[src/rtl/eq_pkg.sv]
`default_nettype none
// ============================================================================
//  Module      : eq_pkg
//  Description : Shared widths, coefficient addresses, FSM encoding and
//                reset coefficient set for the equalizer biquad stage.
//  Revision    : 1.0 - initial release
// ============================================================================
package eq_pkg;

    localparam int DATA_W = 24;
    localparam int COEF_W = 18;
    localparam int FRAC_W = 16;
    localparam int ACC_W  = 45;

    // Coefficient register addresses; 5..7 are ignored on write
    localparam logic [2:0] COEF_B0 = 3'd0;
    localparam logic [2:0] COEF_B1 = 3'd1;
    localparam logic [2:0] COEF_B2 = 3'd2;
    localparam logic [2:0] COEF_A1 = 3'd3;
    localparam logic [2:0] COEF_A2 = 3'd4;

    // Stage sequencer encoding
    localparam logic [2:0] ST_IDLE  = 3'd0;
    localparam logic [2:0] ST_READ  = 3'd1;
    localparam logic [2:0] ST_MAC_L = 3'd2;
    localparam logic [2:0] ST_SAT_L = 3'd3;
    localparam logic [2:0] ST_MAC_R = 3'd4;
    localparam logic [2:0] ST_SAT_R = 3'd5;
    localparam logic [2:0] ST_WRITE = 3'd6;

    // Index of the last of the five MAC terms
    localparam logic [2:0] MAC_LAST = 3'd4;

    typedef struct packed {
        logic signed [COEF_W-1:0] b0;
        logic signed [COEF_W-1:0] b1;
        logic signed [COEF_W-1:0] b2;
        logic signed [COEF_W-1:0] a1;
        logic signed [COEF_W-1:0] a2;
    } coef_bank_t;

    // Identity filter: b0 = 1.0 in Q2.16, everything else zero
    localparam logic signed [COEF_W-1:0] COEF_UNITY = 18'sh10000;
    localparam coef_bank_t COEF_RESET = '{
        b0: COEF_UNITY, b1: '0, b2: '0, a1: '0, a2: '0
    };

endpackage : eq_pkg
`default_nettype wire

[src/rtl/eq_mac.sv]
`default_nettype none
// ============================================================================
//  Module      : eq_mac
//  Description : Signed 24x18 multiply-accumulate with clear, enable and
//                subtract select, plus round-half-up / saturate output.
//  Revision    : 1.0 - initial release
// ============================================================================
module eq_mac
    import eq_pkg::*;
(
    input  logic                     clk_i,
    input  logic                     rst_ni,
    input  logic                     clr_i,
    input  logic                     en_i,
    input  logic                     sub_i,
    input  logic signed [DATA_W-1:0] data_i,
    input  logic signed [COEF_W-1:0] coef_i,
    output logic signed [DATA_W-1:0] y_o
);

    localparam logic signed [ACC_W-1:0] RND_HALF = ACC_W'(1) <<< (FRAC_W - 1);
    localparam logic signed [ACC_W-1:0] Y_MAX    = (ACC_W'(1) <<< (DATA_W - 1)) - ACC_W'(1);
    localparam logic signed [ACC_W-1:0] Y_MIN    = -(ACC_W'(1) <<< (DATA_W - 1));

    logic signed [DATA_W+COEF_W-1:0] mul_w;
    logic signed [ACC_W-1:0]         prod_w;
    logic signed [ACC_W-1:0]         base_w;
    logic signed [ACC_W-1:0]         rnd_w;
    logic signed [ACC_W-1:0]         shr_w;
    logic signed [ACC_W-1:0]         acc_q;
    logic signed [ACC_W-1:0]         acc_d;

    assign mul_w  = data_i * coef_i;
    assign prod_w = {{(ACC_W-DATA_W-COEF_W){mul_w[DATA_W+COEF_W-1]}}, mul_w};
    assign base_w = clr_i ? '0 : acc_q;
    assign rnd_w  = acc_q + RND_HALF;
    assign shr_w  = rnd_w >>> FRAC_W;

    // Accumulate or subtract this term's product; clear restarts the sum
    always_comb begin
        acc_d = acc_q;
        if (en_i) begin
            acc_d = sub_i ? (base_w - prod_w) : (base_w + prod_w);
        end
    end

    // Accumulator register
    always_ff @(posedge clk_i or negedge rst_ni) begin
        if (!rst_ni) begin
            acc_q <= '0;
        end else begin
            acc_q <= acc_d;
        end
    end

    // Clamp the rounded result into the signed sample range
    always_comb begin
        if (shr_w > Y_MAX) begin
            y_o = Y_MAX[DATA_W-1:0];
        end else if (shr_w < Y_MIN) begin
            y_o = Y_MIN[DATA_W-1:0];
        end else begin
            y_o = shr_w[DATA_W-1:0];
        end
    end

endmodule : eq_mac
`default_nettype wire

[src/rtl/eq_biquad_stage.sv]
`default_nettype none
// ============================================================================
//  Module      : eq_biquad_stage
//  Description : Stereo biquad between codec ADC and DAC. One shared MAC is
//                sequenced over both channels; coefficients are double-banked
//                so each sample sees one consistent set.
//  Revision    : 1.0 - initial release
// ============================================================================
module eq_biquad_stage
    import eq_pkg::*;
(
    input  logic              CLOCK_50,
    input  logic              reset_n,
    input  logic              read_ready,
    input  logic [DATA_W-1:0] readdata_left,
    input  logic [DATA_W-1:0] readdata_right,
    output logic              read,
    input  logic              write_ready,
    output logic              write,
    output logic [DATA_W-1:0] writedata_left,
    output logic [DATA_W-1:0] writedata_right,
    input  logic              coef_we,
    input  logic [2:0]        coef_addr,
    input  logic [COEF_W-1:0] coef_data,
    input  logic              bypass,
    output logic              busy
);

    logic [2:0] state_q, state_d;
    logic [2:0] cnt_q, cnt_d;
    coef_bank_t shadow_q, active_q;
    logic       bypass_q;

    logic signed [DATA_W-1:0] x0_l_q, x1_l_q, x2_l_q, y1_l_q, y2_l_q;
    logic signed [DATA_W-1:0] x0_r_q, x1_r_q, x2_r_q, y1_r_q, y2_r_q;
    logic signed [DATA_W-1:0] wd_l_q, wd_r_q;

    logic                     mac_en_w, mac_clr_w, mac_sub_w, chan_r_w;
    logic signed [DATA_W-1:0] mac_data_w;
    logic signed [COEF_W-1:0] mac_coef_w;
    logic signed [DATA_W-1:0] mac_y_w;

    assign read            = (state_q == ST_READ);
    assign write           = (state_q == ST_WRITE) && write_ready;
    assign busy            = (state_q != ST_IDLE);
    assign writedata_left  = wd_l_q;
    assign writedata_right = wd_r_q;

    assign chan_r_w  = (state_q == ST_MAC_R);
    assign mac_en_w  = (state_q == ST_MAC_L) || (state_q == ST_MAC_R);
    assign mac_clr_w = (cnt_q == 3'd0);
    assign mac_sub_w = (cnt_q == COEF_A1) || (cnt_q == COEF_A2);

    // Sequencer: five MAC cycles and one saturate cycle per channel
    always_comb begin
        state_d = state_q;
        cnt_d   = cnt_q;
        case (state_q)
            ST_IDLE:  if (read_ready) state_d = ST_READ;
            ST_READ: begin
                state_d = ST_MAC_L;
                cnt_d   = '0;
            end
            ST_MAC_L: begin
                if (cnt_q == MAC_LAST) begin
                    state_d = ST_SAT_L;
                    cnt_d   = '0;
                end else begin
                    cnt_d = cnt_q + 3'd1;
                end
            end
            ST_SAT_L: state_d = ST_MAC_R;
            ST_MAC_R: begin
                if (cnt_q == MAC_LAST) begin
                    state_d = ST_SAT_R;
                    cnt_d   = '0;
                end else begin
                    cnt_d = cnt_q + 3'd1;
                end
            end
            ST_SAT_R: state_d = ST_WRITE;
            ST_WRITE: if (write_ready) state_d = ST_IDLE;
            default:  state_d = ST_IDLE;
        endcase
    end

    // Pick the operand pair for the current term of the active channel
    always_comb begin
        mac_data_w = '0;
        mac_coef_w = '0;
        case (cnt_q)
            3'd0: begin mac_data_w = chan_r_w ? x0_r_q : x0_l_q; mac_coef_w = active_q.b0; end
            3'd1: begin mac_data_w = chan_r_w ? x1_r_q : x1_l_q; mac_coef_w = active_q.b1; end
            3'd2: begin mac_data_w = chan_r_w ? x2_r_q : x2_l_q; mac_coef_w = active_q.b2; end
            3'd3: begin mac_data_w = chan_r_w ? y1_r_q : y1_l_q; mac_coef_w = active_q.a1; end
            3'd4: begin mac_data_w = chan_r_w ? y2_r_q : y2_l_q; mac_coef_w = active_q.a2; end
            default: ;
        endcase
    end

    eq_mac u_mac (
        .clk_i  (CLOCK_50),
        .rst_ni (reset_n),
        .clr_i  (mac_clr_w),
        .en_i   (mac_en_w),
        .sub_i  (mac_sub_w),
        .data_i (mac_data_w),
        .coef_i (mac_coef_w),
        .y_o    (mac_y_w)
    );

    // Sequencer state registers
    always_ff @(posedge CLOCK_50 or negedge reset_n) begin
        if (!reset_n) begin
            state_q <= ST_IDLE;
            cnt_q   <= '0;
        end else begin
            state_q <= state_d;
            cnt_q   <= cnt_d;
        end
    end

    // Coefficient banks, sample capture, history shift and output registers
    always_ff @(posedge CLOCK_50 or negedge reset_n) begin
        if (!reset_n) begin
            shadow_q <= COEF_RESET;
            active_q <= COEF_RESET;
            bypass_q <= 1'b0;
            x0_l_q <= '0; x1_l_q <= '0; x2_l_q <= '0; y1_l_q <= '0; y2_l_q <= '0;
            x0_r_q <= '0; x1_r_q <= '0; x2_r_q <= '0; y1_r_q <= '0; y2_r_q <= '0;
            wd_l_q <= '0;
            wd_r_q <= '0;
        end else begin
            if (coef_we) begin
                case (coef_addr)
                    COEF_B0: shadow_q.b0 <= coef_data;
                    COEF_B1: shadow_q.b1 <= coef_data;
                    COEF_B2: shadow_q.b2 <= coef_data;
                    COEF_A1: shadow_q.a1 <= coef_data;
                    COEF_A2: shadow_q.a2 <= coef_data;
                    default: ;
                endcase
            end
            case (state_q)
                ST_READ: begin
                    x0_l_q   <= readdata_left;
                    x0_r_q   <= readdata_right;
                    bypass_q <= bypass;
                    active_q <= shadow_q;
                end
                ST_SAT_L: begin
                    x2_l_q <= x1_l_q;
                    x1_l_q <= x0_l_q;
                    y2_l_q <= y1_l_q;
                    y1_l_q <= mac_y_w;
                    wd_l_q <= bypass_q ? x0_l_q : mac_y_w;
                end
                ST_SAT_R: begin
                    x2_r_q <= x1_r_q;
                    x1_r_q <= x0_r_q;
                    y2_r_q <= y1_r_q;
                    y1_r_q <= mac_y_w;
                    wd_r_q <= bypass_q ? x0_r_q : mac_y_w;
                end
                default: ;
            endcase
        end
    end

endmodule : eq_biquad_stage
`default_nettype wire

[config.mk]
export PLATFORM = sky130hd
export DESIGN_NAME = eq_biquad_stage
export DESIGN_NICKNAME = d
export VERILOG_FILES = /design/src/rtl/eq_pkg.sv /design/src/rtl/eq_mac.sv /design/src/rtl/eq_biquad_stage.sv
export SDC_FILE = /design/constraint.sdc
export NUM_CORES = 2
export LEC_CHECK = 0
export CAP_MARGIN = 20
export CORE_MARGIN = 2
export CORE_UTILIZATION = 58
export DETAILED_ROUTE_END_ITERATION = 8
export GPL_TIMING_DRIVEN = 0
export PLACE_DENSITY = 0.8
export SLEW_MARGIN = 15
export SYNTH_ARGS = -nofsm -noshare
export SYNTH_HDL_FRONTEND = slang
export SYNTH_SLANG_ARGS = --single-unit
[constraint.sdc]
create_clock -name CLOCK_50 -period 10.69 [get_ports CLOCK_50]
set_clock_uncertainty 0.2 [all_clocks]
set_input_delay 2.138 -clock CLOCK_50 [delete_from_list [all_inputs] [get_ports CLOCK_50]]
set_output_delay 2.138 -clock CLOCK_50 [all_outputs]
set_load 0.02 [all_outputs]
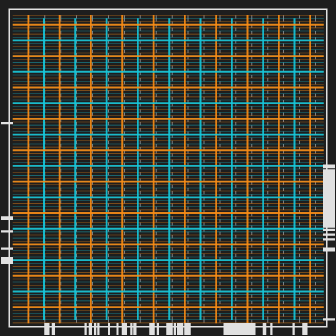
floorplan.png
Pins as bars on the die edge. Tap cells in gray.
color	net
cyan	VDD
orange	VSS
met1 rails	99
met4 straps	19
met5 straps	19
rows	98

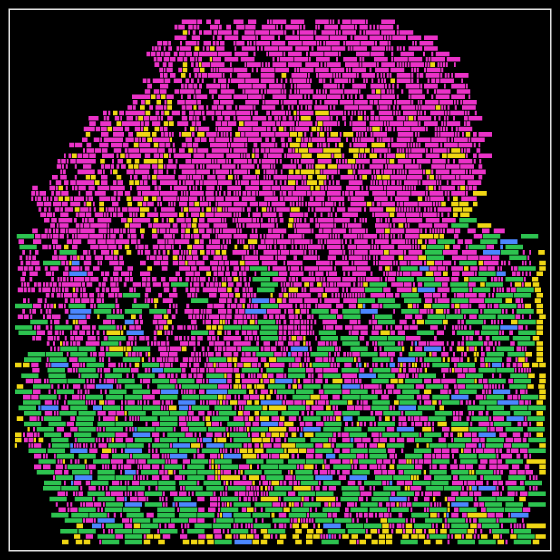
class_map.png
color	class	cells
green	sequential cells	520
blue	clock drivers and dummy loads	86
magenta	remaining logic cells	3,802
yellow	remaining buffers and delay cells	573

==> impl_metrics.csv <==
group,metric,value,unit
status,outcome,"finished with violations",
status,failed_checks,"setup timing",
worst_setup_path,crit_path_start_kind,"flop",
logic_synthesis,synth-warning-count,0,
global_route,grt_first_pass_wirelength,220000,µm
routing,vias,37200,
cts,clockBufferDepth,3,
routing,avgViaCountPerCell,6.27,
timing,relSlewSlack,0.236,
worst_hold_path,worst_hold_path_type,"flop to flop",
global_route,met2_usage,0.585,
worst_setup_path,cp_data_required_time,10930,ps
timing,timing_worst_slew_pin_value,1140,ps
routing,route.detailed.drc,0,
worst_setup_path,reg2reg_to,"u_mac.acc_q[44]",
timing,final.setup.worst_slack,-368,ps
worst_setup_path,slowest_stage,"sky130_fd_sc_hd__fa_2",
routing,postRouteAntennaNets,0,
logic_synthesis,synth_area_per_cell,9.26,µm²
cts,clock_insertion_delay_worst_skew,600,ps
flow_run,drv.max_cap_violation_count,0,
timing,setup_total_negative_slack,-1560,ps
timing,hold_violations,0,
timing,grt_setup_unrepaired,"true",
logic_synthesis,postSynth.topFlopCell,"sky130_fd_sc_hd__dfrtp_1",
logic_synthesis,yosys_cells,4563,
global_route,grt_most_used_layer,"met2",
cells_and_area,finalNonFillerCells,5933,
timing,finalSetupViolCount,8,
cells_and_area,layout.core_utilization,0.711,
worst_hold_path,hold_depth,2,
worst_setup_path,worst_r2r_path_depth,44,
routing,wl_met2,64900,µm
timing,max_freq,0.0904,GHz
cells_and_area,layout.cell_area.non_filler,0.0511,mm²
global_route,grt.overflow.total,0,
worst_setup_path,cp_data_arrival_time,11300,ps
cells_and_area,mostFrequentLayoutCell,"sky130_fd_sc_hd__nand2_1",
cts,cts.clk_slew.worst_paths,80,ps
worst_setup_path,ff2ff_setup_slack,-370,ps
cts,cts_inserted_buffers,47,
cells_and_area,nets,5601,
global_route,met3_usage,0.105,
floorplan,die_height,274,µm
routing,drt_wl_total,147000,µm
cts,ctsHtreeMaxLevel,2,
logic_synthesis,async_reset_ff_frac,1.00,
logic_synthesis,synth_cell_type_count,79,
cts,clkSinkCount,520,
timing,report.final.slew_viol_count,0,
cells_and_area,areaGrowthSynthToFinish,21.0,%
logic_synthesis,postSynthSeqShare,0.308,
placement,place_area,0.0451,mm²
logic_synthesis,number_of_synthesized_flops_with_an_enable_pin,0,
worst_setup_path,critical_path.endpoint_type,"flop",
placement,gp_congestion,1.01,
timing,period_used_share,1.03,
worst_hold_path,worstHoldStart,"shadow_q[15]",
floorplan,core-area,0.0719,mm²
worst_hold_path,hold_end,"active_q[15]",
placement,place_inst,5655,
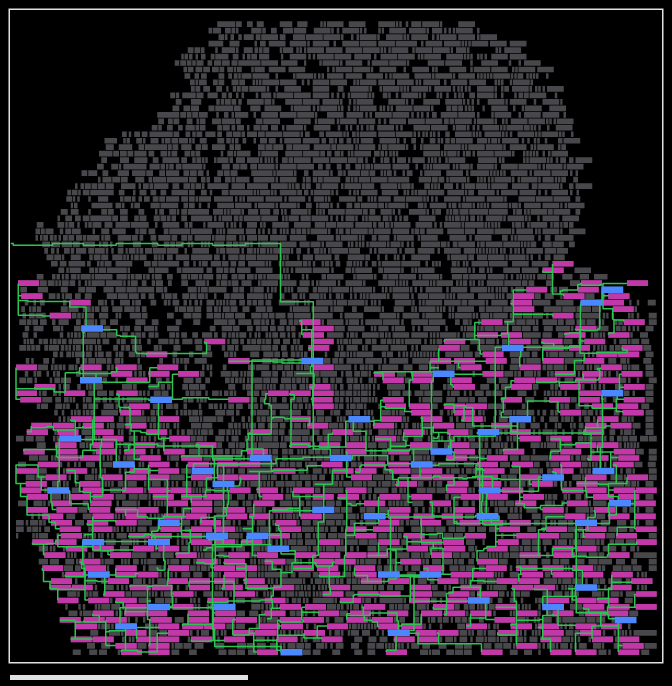
clock_wires.png
The bar under the picture is 100 µm long.
[green] clock wires | length: 6,330 µm
[blue] clock-net drivers | count: 47
[magenta] flip-flops | count: 520
routed clock nets	48

[synth_stat cells, drive strengths merged, types with 7 or more instances]
library cell | count | share of area
or2 | 16 | 0.0024
inv | 533 | 0.047
o211ai | 16 | 0.0028
mux2 | 285 | 0.076
buf | 24 | 0.0025
nand3b | 9 | 0.0016
nand2b | 32 | 0.0047
xnor2 | 82 | 0.017
a222oi | 8 | 0.0019
fa | 426 | 0.20
o2111ai | 7 | 0.0015
nor4 | 7 | 0.0010
a211o | 7 | 0.0015
nand2 | 943 | 0.084
and4 | 9 | 0.0019
dfrtp | 518 | 0.31
o31ai | 60 | 0.011
a21o | 45 | 0.0080
o21bai | 7 | 0.0012
o21ai | 151 | 0.018
ha | 156 | 0.046
nor3 | 53 | 0.0065
o211a | 7 | 0.0017
a22oi | 72 | 0.013
nor2b | 134 | 0.020
nand4 | 29 | 0.0044
or3 | 8 | 0.0012
o21a | 13 | 0.0023
a21oi | 129 | 0.015
a31oi | 32 | 0.0047
nor2 | 226 | 0.020
and3 | 20 | 0.0030
a211oi | 13 | 0.0024
and2 | 61 | 0.0092
a31o | 11 | 0.0023
nand3 | 68 | 0.0081
clkbuf | 217 | 0.019
xor2 | 56 | 0.012
[registers in the layout (all words and copies together) (netlist names), 24 cells and up]
name	cells
x0_l_q	24
y2_l_q	24
active_q	90
x1_l_q	24
writedata_left	24
shadow_q	90
u_mac.acc_q	45
y1_r_q	24
x1_r_q	24
x0_r_q	24
x2_l_q	24
y2_r_q	24
x2_r_q	24
y1_l_q	24
writedata_right	24
[how the worst max path moves through the flow]
stage | end | slack (ps) | cells past startpoint
after floorplan | u_mac.acc_q[44] | 40 | 46
after global placement | u_mac.acc_q[10] | -15490 | 1
after detailed placement | u_mac.acc_q[44] | -3440 | 44
after CTS | u_mac.acc_q[44] | 2 | 48
after global routing | u_mac.acc_q[44] | -590 | 45
final | u_mac.acc_q[44] | -370 | 44
[critical path: cells and delay by family, from the launching register on]
kind,cells,cell delay (ps)
xor gates and xnor gates,3,790
DFF,1,470
and+or+nand+nor,8,1100
buffers and inverters,11,1450
AOI/OAI and AO/OA,12,2440
muxes,1,220
adders and majority gates,9,4190
[cell type report]
type | instances | area, µm²
Timing Repair Buffer | 355 | 3260
Inverter | 534 | 2010
Sequential cell | 520 | 13000
Fill cell | 4984 | 20700
Antenna cell | 2 | 5.00
Tap cell | 950 | 1190
Multi-Input combinational cell | 3268 | 28400
Buffer | 218 | 1650
Clock buffer | 68 | 1390
Clock inverter | 18 | 250
[kinds of logic (layout without fill, tap and decap cells)]
family,Yosys count,in the layout,share of synthesized area
xor gates and xnor gates,138,138,0.0286
other,0,2,0
and+or+nand+nor,1636,1636,0.172
buffers and inverters,775,1193,0.0693
DFF,520,520,0.308
AOI/OAI and AO/OA,621,621,0.0962
muxes,291,291,0.0774
adders and majority gates,582,582,0.248
